**config.mk**
```make
export PLATFORM = sky130hd
export DESIGN_NAME = fu_mul_lat3_32b
export DESIGN_NICKNAME = d
export VERILOG_FILES = /design/src/rtl/fu_mul_lat3_32b.sv
export SDC_FILE = /design/constraint.sdc
export NUM_CORES = 2
export LEC_CHECK = 0
export ABC_AREA = 1
export CORE_AREA = 2 2 243 341
export CTS_BUF_LIST = sky130_fd_sc_hd__clkbuf_4 sky130_fd_sc_hd__clkbuf_8 sky130_fd_sc_hd__clkbuf_16
export DETAILED_ROUTE_END_ITERATION = 7
export DIE_AREA = 0 0 245 343
export DONT_BUFFER_PORTS = 1
export GPL_ROUTABILITY_DRIVEN = 0
export MAX_ROUTING_LAYER = met4
export PLACE_DENSITY = 0.86
export SYNTH_ARGS = -nofsm -noshare
export SYNTH_HDL_FRONTEND = slang
export SYNTH_SLANG_ARGS = --single-unit
```
**constraint.sdc**
```tcl
create_clock -name clk -period 7.3 [get_ports clk]
set_clock_uncertainty 0.05 [all_clocks]
set_input_delay 1.825 -clock clk [delete_from_list [all_inputs] [get_ports clk]]
set_output_delay 1.825 -clock clk [all_outputs]
set_load 0.005 [all_outputs]
```
**src/rtl/fu_mul_lat3_32b.sv**
```systemverilog
// Three-stage pipelined 32-bit multiplier function unit with a trigger port,
// an operand port and a global lock that freezes every register.
module fu_mul_lat3_32b (
  input  logic        clk,
  input  logic        reset,
  input  logic        io_glock,
  input  logic [31:0] io_o1data,
  input  logic        io_o1load,
  input  logic [31:0] io_t1data,
  input  logic        io_t1load,
  input  logic [1:0]  io_t1opcode,
  output logic [31:0] io_r1data,
  output logic        io_r1valid
);

  typedef enum logic [1:0] {
    OP_MUL    = 2'd0,
    OP_MULHU  = 2'd1,
    OP_MULHS  = 2'd2,
    OP_MULHSU = 2'd3
  } opcode_e;

  logic [31:0] o1_q;
  logic [31:0] s1A_q, s1B_q;
  opcode_e     s1Op_q;
  logic        s1Valid_q;
  logic [63:0] s2Prod_q;
  opcode_e     s2Op_q;
  logic        s2Valid_q;
  logic [31:0] r1Data_q;
  logic        r1Valid_q;

  logic               trigger;
  logic [31:0]        s1B_d;
  logic signed [32:0] aExt, bExt;
  logic signed [65:0] prodFull;
  logic [63:0]        s2Prod_d;
  logic [31:0]        r1Data_d;

  assign trigger = io_t1load & ~io_glock;
  assign s1B_d   = io_o1load ? io_o1data : o1_q;

  // A 33-bit signed multiply covers all four signedness combinations.
  always_comb begin
    aExt     = $signed({(s1Op_q == OP_MULHS || s1Op_q == OP_MULHSU) & s1A_q[31], s1A_q});
    bExt     = $signed({(s1Op_q == OP_MULHS) & s1B_q[31], s1B_q});
    prodFull = aExt * bExt;
    s2Prod_d = prodFull[63:0];
  end

  always_comb begin
    r1Data_d = (s2Op_q == OP_MUL) ? s2Prod_q[31:0] : s2Prod_q[63:32];
  end

  always_ff @(posedge clk or negedge reset) begin
    if (!reset) begin
      o1_q      <= '0;
      s1A_q     <= '0;
      s1B_q     <= '0;
      s1Op_q    <= OP_MUL;
      s1Valid_q <= 1'b0;
      s2Prod_q  <= '0;
      s2Op_q    <= OP_MUL;
      s2Valid_q <= 1'b0;
      r1Data_q  <= '0;
      r1Valid_q <= 1'b0;
    end else if (!io_glock) begin
      if (io_o1load) begin
        o1_q <= io_o1data;
      end
      s1Valid_q <= trigger;
      if (trigger) begin
        s1A_q  <= io_t1data;
        s1B_q  <= s1B_d;
        s1Op_q <= opcode_e'(io_t1opcode);
      end
      s2Prod_q  <= s2Prod_d;
      s2Op_q    <= s1Op_q;
      s2Valid_q <= s1Valid_q;
      r1Valid_q <= s2Valid_q;
      if (s2Valid_q) begin
        r1Data_q <= r1Data_d;
      end
    end
  end

  assign io_r1data  = r1Data_q;
  assign io_r1valid = r1Valid_q;

endmodule

```
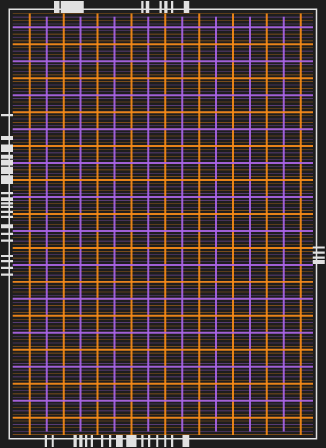
Figure 1: PDN straps and rails.
Pins as bars on the die edge.
[VSS] orange
[VDD] purple
signal pins: 104
met4 straps: 17

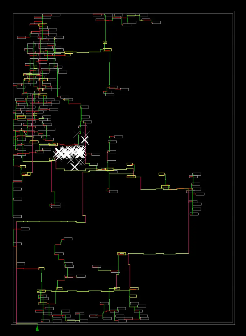
Figure 2: clock routing.
number of flip-flops and latches: 199
latest clock arrival within the worst-skew pair: 0.57 ns

==> PnR_summary.wiki <==
=== Synthesis and place and route ===
{| class="wikitable"
! Metric !! Value
|-
| Share of synthesized cell area in and, or, nand and nor gates || 0.1793
|-
| Comb area || 0.03652 mm^2
|-
| Share of async-settable or async-resettable flops after synthesis || 1.000
|-
| Number of warnings in the stage logs || 31
|-
| Number of clock-tree buffers in the layout || 17
|-
| Count of filler cells inserted in the layout || approximately 5600
|-
| Y dimension of the die || 343 um
|-
| Kind of launch point of the worst setup path || register
|-
| Maximum fanout count along the critical path || 13
|-
| Register area || 0.004992 mm^2
|-
| Kind of cell with the highest combined delay on the critical path || adder cells
|-
| Result of the run || finished, violations left
|-
| Worst reg-to-reg path cell count || 23
|-
| Top cell class by occupied area || combinational gates
|-
| Xor and xnor area share after synthesis || 0.002361
|-
| Clk Tree Root Cell || clkbuf_16
|-
| Leading post-synthesis cells by instance count || nand2_1, inv_1, fa_1, clkbuf_1, ha_1
|-
| Well-Tap Cells || ~1100
|-
| RSZ-0062 raised after global routing || yes
|-
| Worst path bufs/invs || 4
|-
| Total cells reported by yosys after synthesis || 6112
|-
| Tcrit/Tclk final || 1.045
|-
| CTS max path bufs || 2
|-
| Failing checks || design-rule violations, negative setup slack
|-
| FP Core Util || 0.5944
|-
| Non-clock buffering overhead in the final layout || 0.04560
|-
| Critical path, cell by cell || nand2_8 -> inv_6 -> nand2_1 -> fa_2 -> fa_2 -> fa_1 -> fa_2 -> clkinvlp_4 -> buf_4 -> fa_1 -> fa_2 -> fa_1 -> fa_1 -> ha_4 -> inv_1 -> o21bai_1 -> a21oi_1 -> nand2_1 -> a21oi_1 -> nand3_1 -> nand2_1 -> nand3_1 -> nand2_1
|-
| Sequential cell area fraction in the yosys report || 0.1032
|-
| Floorplan net count || about 7500
|-
| Critical path endpoint category || register
|-
| DPL Wire Length || ~110 mm
|-
| Post-route DRC || around 390
|-
| Number of post-CTS setup repair buffers || 0
|-
| Multiplexer share of the synthesized area || 0
|-
| Max reg flops || about 64
|-
| Area delta synth->final || 8.654%
|-
| Vias per inst || 5.848
|-
| Gates resized, CTS repair || 8
|-
| Complex Gates by Area || 0.03417
|-
| Minimum period implied by the final worst setup slack || about 7.6 ns
|-
| Adder Share, Synth || 0.5219
|-
| Chip area || ~0.084 mm^2
|-
| Initial antenna violation count || 6
|-
| Class of the most critical hold timing path || reg2reg
|-
| Worst path arrival time || about 8.0 ns
|-
| Layout Utilization || 0.6458
|-
| Maxcap violations || 0
|-
| Worst endpoint required time || roughly 7.7 ns
|-
| WL/cell || 20.96 um
|-
| Most frequently placed logic cell in the final layout || nand2_1
|-
| Unique cell type count in the Yosys netlist || 38
|-
| Violation count after the first detailed-route iteration || 4626
|-
| Top area cell types || fa_1, nand2_1, inv_1
|-
| Beginning of the worst register-to-register path || s1A_q[31]
|-
| Core area || between 0.08 and 0.09 mm^2
|-
| Iteration tally of the first detailed-router pass || 8
|-
| Final critical-path setup slack || -0.3281 ns
|-
| Total of endpoints with negative setup slack in the final report || 16
|-
| Non-clock inverter count || between 1500 and 2000
|-
| Overall fraction of global-route tracks in use || 0.3635
|-
| Tally of buffers added on design ports || 0
|-
| Number of nets with antenna violations after routing || 0
|-
| Fin nets || about 7500
|-
| Slowest cell on the critical path || fa_2
|-
| Maximum clock frequency || 131.1 MHz
|-
| Startpoint of the tightest hold check path || s2Prod_q[32]
|-
| DR vias || ~42000
|}
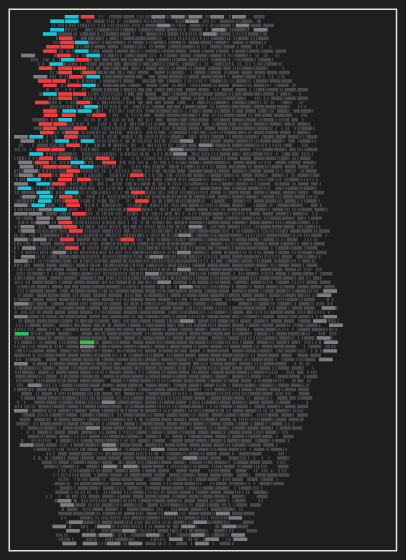
Figure 3: sequential cells grouped by signal name.
[s1Op_q] green | placed flops: 2
[s2Prod_q] red | placed flops: 64 | where: top left
[io_r1data] cyan | placed flops: 32 | where: top left
not colored: 101

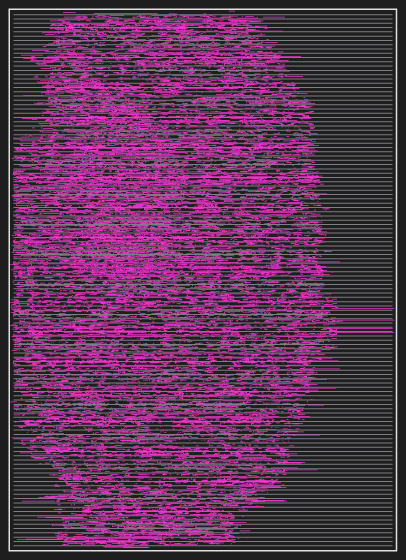
Figure 4: the metal 1 layer.
Supply wires on this layer in gray.
longest straight run: 85.6 um
share of all routed wire: 30%
main direction: horizontal
nets with wire on the layer: 6961
fraction of met1 tracks used by global routing: 0.3737
Detailed Route WL: 149.6 mm

layer usage:
| metal | part of all wire | global-route usage |
|---|---|---|
| met5 | 0 | - |
| met4 | 0.12 | 0.3051 |
| met3 | 0.11 | 0.08260 |
| met2 | 0.47 | 0.5914 |
| met1 | 0.30 | 0.3737 |
through the flow:
stage                     area, um^2  cells  TNS, ns  hold WS (ns)  setup slack, ns
after global routing           52400   7134   -6.722        0.4483          -0.4464
after detailed placement       50480   7067  -0.2047        0.4079         -0.07279
after floorplan                48240   6112        0        0.3906          0.02469
after global placement         50480   7067  -0.1251        0.4043          -0.1251
final                          52410   7136   -2.405        0.4291          -0.3281
after CTS                      51160   7099        0        0.4312         0.004034
